**Run 1: signal wires on met3**

Bar = 50 um.
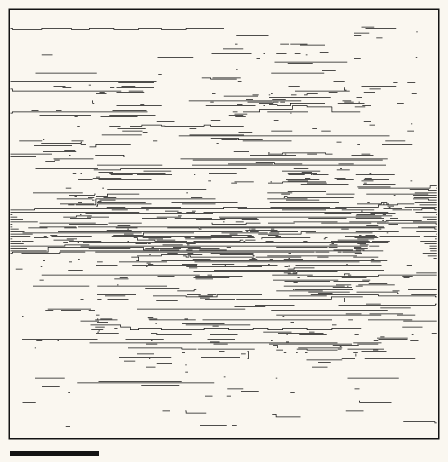
**Run 1: M4 wires**

Supply wires on this layer in gray.
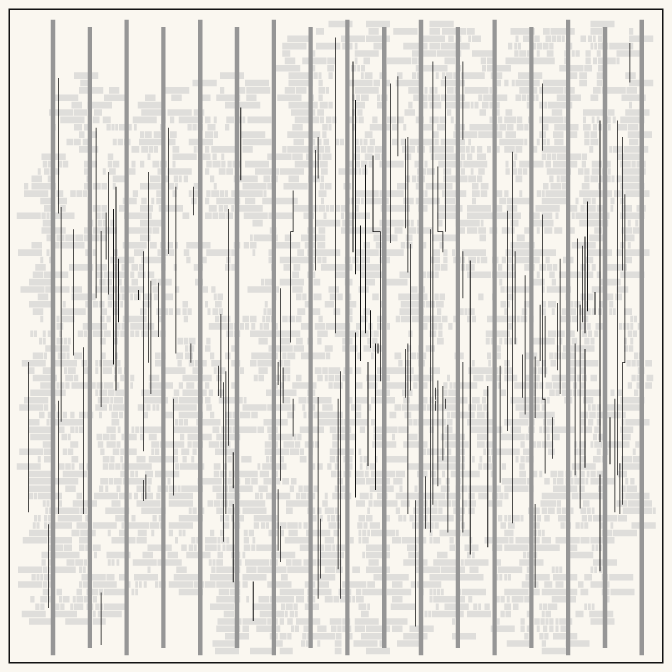
**Run 1: routed metal, one color a layer**

Bar = 50 um.
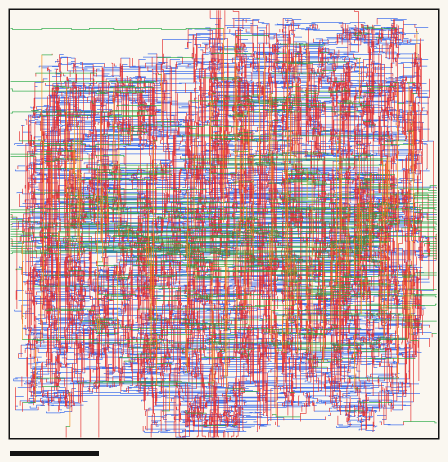
**Run 1: placement view**

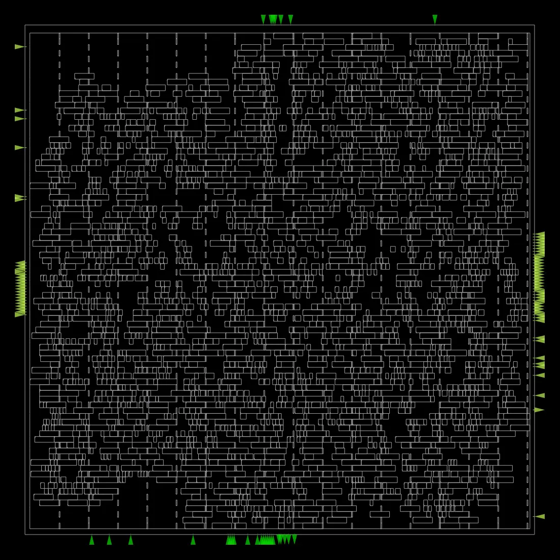
==> config.mk <==
export PLATFORM = sky130hd
export DESIGN_NAME = apb_multi_timer
export DESIGN_NICKNAME = d
export VERILOG_FILES = /design/src/rtl/apb_multi_timer.sv
export SDC_FILE = /design/constraint.sdc
export NUM_CORES = 1
export LEC_CHECK = 0
export CORE_MARGIN = 2
export CORE_UTILIZATION = 40
export CTS_CLUSTER_DIAMETER = 30
export DETAILED_ROUTE_END_ITERATION = 12
export DONT_BUFFER_PORTS = 1
export HOLD_SLACK_MARGIN = 0.12
export PLACE_DENSITY = 0.52
export SETUP_SLACK_MARGIN = 0.3
export SLEW_MARGIN = 25
export SYNTH_ARGS = -nofsm -noshare
export SYNTH_HDL_FRONTEND = slang
export SYNTH_SLANG_ARGS = --single-unit
export TNS_END_PERCENT = 10
==> constraint.sdc <==
create_clock -name pclk -period 6.9 [get_ports pclk]
set_input_delay 1.38 -clock pclk [delete_from_list [all_inputs] [get_ports pclk]]
set_output_delay 1.38 -clock pclk [all_outputs]
set_load 0.02 [all_outputs]
==> run summary, run 1 <==
run results: IO Count 94, Reg area 9010 sq um, drc violations 0, DP HPWL 69700 um, hold-critical path depth 0, Top pwr grp the clock network, M1 wire length 40400 um, area grow syn2layout 20.0%, critical path depth 8, final worst path period need 5.45 ns, Sequential Power Share 28.7%, Logic area 12500 sq um, die y size 240 um, FFs & Latches 360, switch share 21.9%, run status finished, final reports clean, Layout Utilization 48.6%, Inverters 28, # Cells Yosys 2537, Main logic family AND-OR/OR-AND gates
Back to the opening pictures, 'signal wires on met3':
The layer carries 11600 um of wire. The wires run mostly horizontal. The layer holds 12% of the routed length. The longest straight run is 172 um. 357 nets have wire on it.
M3 GR Usage: 11.5%
final WL: 99900 um
via count: 21700

Back to the opening pictures, 'M4 wires':
The wires run mostly vertical. The layer carries 5180 um of wire. 88 nets have wire on it.

Back to the opening pictures, 'routed metal, one color a layer':
metal 1: drawn in blue, wire length 40.4 mm. metal 3: drawn in green, wire length 11600 um. metal 4: drawn in orange, wire length 5180 um. metal 2: drawn in red, wire length 42.7 mm.
wire per inst: 30.1 um
GRT Util Overall: 34.6%

Back to the opening pictures, 'placement view':
FP Rows: 86
n_taps: 748
fillcell total: 5205
non-filler cells, final: 3321
sequential cell area share: 33.6%

**Run 1: cells by drive strength**

Bar = 50 um.
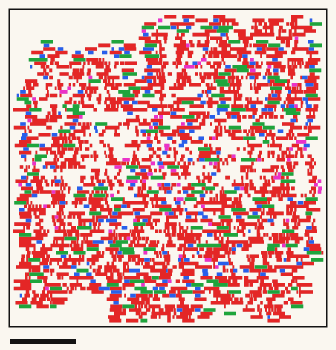

## Run 2: what changed since run 1
Clock period 6.9 ns to 5.3 ns, I/O delays scaled along.
**Run 2: cells by drive strength**

Bar = 50 um.
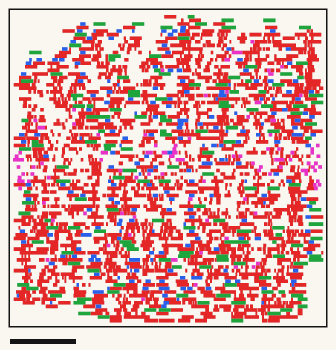
_2 cells: drawn in blue, cells 212, share 8.1%. _3 and _4 cells: drawn in magenta, cells 103, share 3.9%. _0 and _1 cells: drawn in red, cells 2147, share 82%. _6 and larger: drawn in green, cells 150, share 5.7%.
Buffers, non-clock: 89
cell area after layout: 27000 sq um
area grow syn2layout: 20.9%

==> run 2 against run 1 <==
Effect of this change: sequential share of layout area is 0.26 points lower; highest routed layer is now met5; synthesized area stayed put; clock power is 28% higher; critical endpoint unchanged; combinational power is 39% higher; final cell count is 1.2% higher; clock-buffer cell count is 9 higher; first-iteration DRC count is 3.3% lower; critical path type unchanged; critical path depth is 1 lower.
==> run summary, run 2 <==
run results: critical path depth 7 (was 8), Inverters 28 (unchanged), Logic area 12500 sq um (about the same), Main logic family AND-OR/OR-AND gates (unchanged), Syn Inst Count 2537 (unchanged), FP Rows 86 (unchanged), drc violations 0 (unchanged), Combinational Gates 1935 (unchanged), antenna violations before repair 8 (was 2), wire per inst 29.3 um (was 30.1 um), final worst path period need 4.49 ns, switch share 22.9% (was 21.9%), M1 wire length 41200 um (was 40400 um), Reg area 9010 sq um (unchanged), Sequential Power Share 28.9% (was 28.7%), Reg clk slew, reported paths 0.04 ns (about the same), run status finished, final reports clean (unchanged), Layout Nets 2588 (was 2553), IO Count 94 (unchanged), largest net degree at the start of global routing 256 (was 361), H-tree depth 3 (unchanged), biggest area consumer among synthesized cells dfrtp_1 (unchanged), M3 GR Usage 9.61% (was 11.5%), # Cells Yosys 2537 (unchanged), fillcell total 5307 (was 5205), CTS tree done (unchanged), die y size 240 um (unchanged), non-filler cells, final 3362 (was 3321), n_taps 748 (unchanged), FFs & Latches 360 (unchanged), Layout Utilization 49.0% (was 48.6%), sequential cell area share 33.3% (was 33.6%), Top pwr grp the clock network (unchanged)
**Run 2: routed metal, one color a layer**

Bar = 50 um.
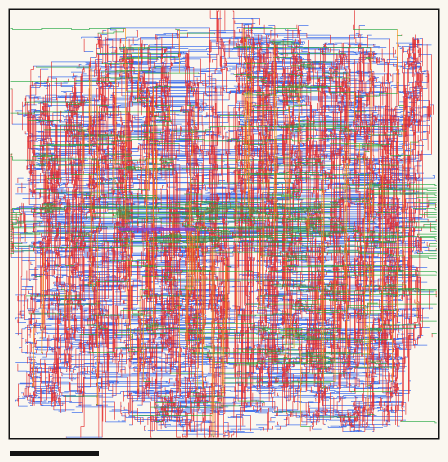
metal 2: drawn in red, wire length 43.2 mm. metal 1: drawn in blue, wire length 41.2 mm. metal 4: drawn in orange, wire length 4770 um. metal 5: drawn in purple, wire length 41.4 um. metal 3: drawn in green, wire length 9470 um.
GRT Util Overall: 34.3%
final WL: 98600 um
via count: 21600

**Run 2: signal wires on met3**

Bar = 50 um.
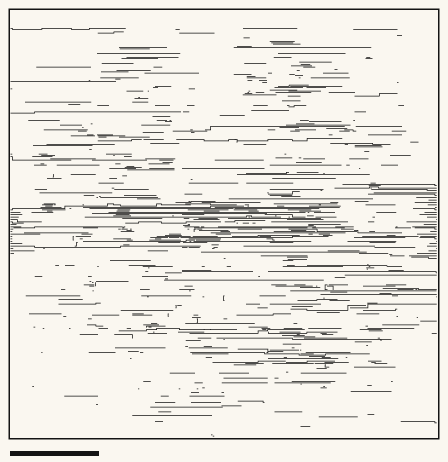

## Run 3: what changed since run 2
Settings changed: PLACE_DENSITY 0.52 to 0.54.
Clock period 5.3 ns to 3.8 ns, I/O delays scaled along.
**Run 3: signal wires on met3**

Bar = 50 um.
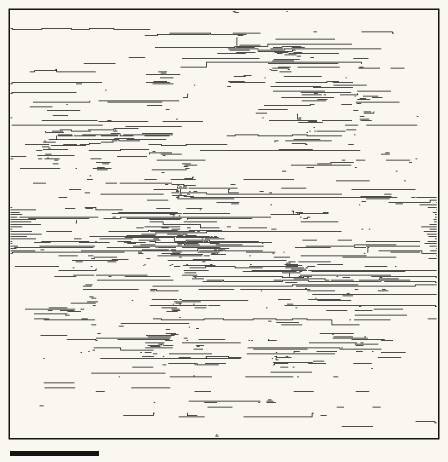
The wires run mostly horizontal. The layer carries 9540 um of wire. 375 nets have wire on it. The layer holds 9.7% of the routed length. The longest straight run is 116 um.
M3 GR Usage: 8.63%
via count: 22100
final WL: 98400 um

**Run 3: M4 wires**

Supply wires on this layer in gray.
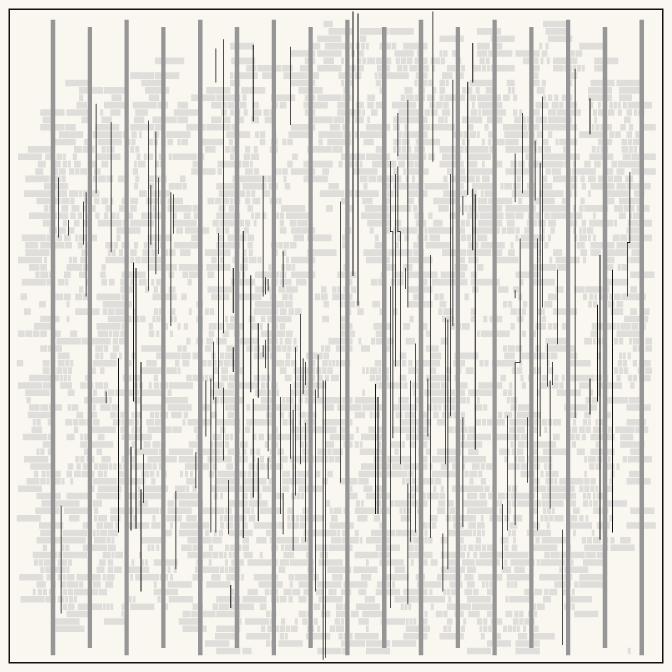
The layer holds 5.3% of the routed length. 87 nets have wire on it. The longest straight run is 129 um.

==> run 3 against run 2 <==
Effect of this change: the flow now finishes with violations (negative hold slack); clock skew is 0.0033 ns lower; final cell count up 2.0%; register-to-register slack got worse by 1.1 ns; flip-flop count stayed put; clock-buffer cell count is 1 higher; sequential power up 39%; sequential share of layout area is 1.1 points lower; core utilization rose by 1.7 points; synthesized area unchanged; worst hold slack worse by 0.30 ns; critical path type unchanged; largest cell class unchanged; largest power group unchanged.
==> run summary, run 3 <==
run results: run status finished with violations (was finished, final reports clean), failing checks negative hold slack, Inverters 28 (unchanged), # Cells Yosys 2537 (unchanged), H-tree depth 3 (unchanged), fa+ha+maj area frac 0.671% (unchanged), final worst path period need 3.58 ns, Buffers, non-clock 152 (was 89), Reg clk slew, reported paths 0.04 ns (about the same), sequential cell area share 32.2% (was 33.3%), switch share 21.6% (was 22.9%), area grow syn2layout 25.2% (was 20.9%), non-filler cells, final 3429 (was 3362), final hold violations 240 (was 0), GRT Util Overall 33.8% (was 34.3%), FP Rows 86 (unchanged), wire per inst 28.7 um (was 29.3 um), FFs & Latches 360 (unchanged), placed cells 3221 (was 3155), CTS tree done (unchanged), Layout Utilization 50.7% (was 49.0%), WHS -0.153 ns (was 0.150 ns), die y size 240 um (unchanged), Reg area 9010 sq um (unchanged), Logic area 12600 sq um (was 12500 sq um), largest net degree at the start of global routing 361 (was 256), Layout Nets 2650 (was 2588), antenna violations before repair 4 (was 8), Sequential Power Share 27.2% (was 28.9%), DP HPWL 66800 um (was 67400 um), Post-DRT Antenna Nets 0 (unchanged), Syn Inst Count 2537 (unchanged), fillcell total 5138 (was 5307), IO Count 94 (unchanged), biggest area consumer among synthesized cells dfrtp_1 (unchanged), critical path depth 9 (was 7), Combinational Gates 1935 (unchanged), Top pwr grp the clock network (unchanged)
Power is estimated from default activity; no workload was simulated.
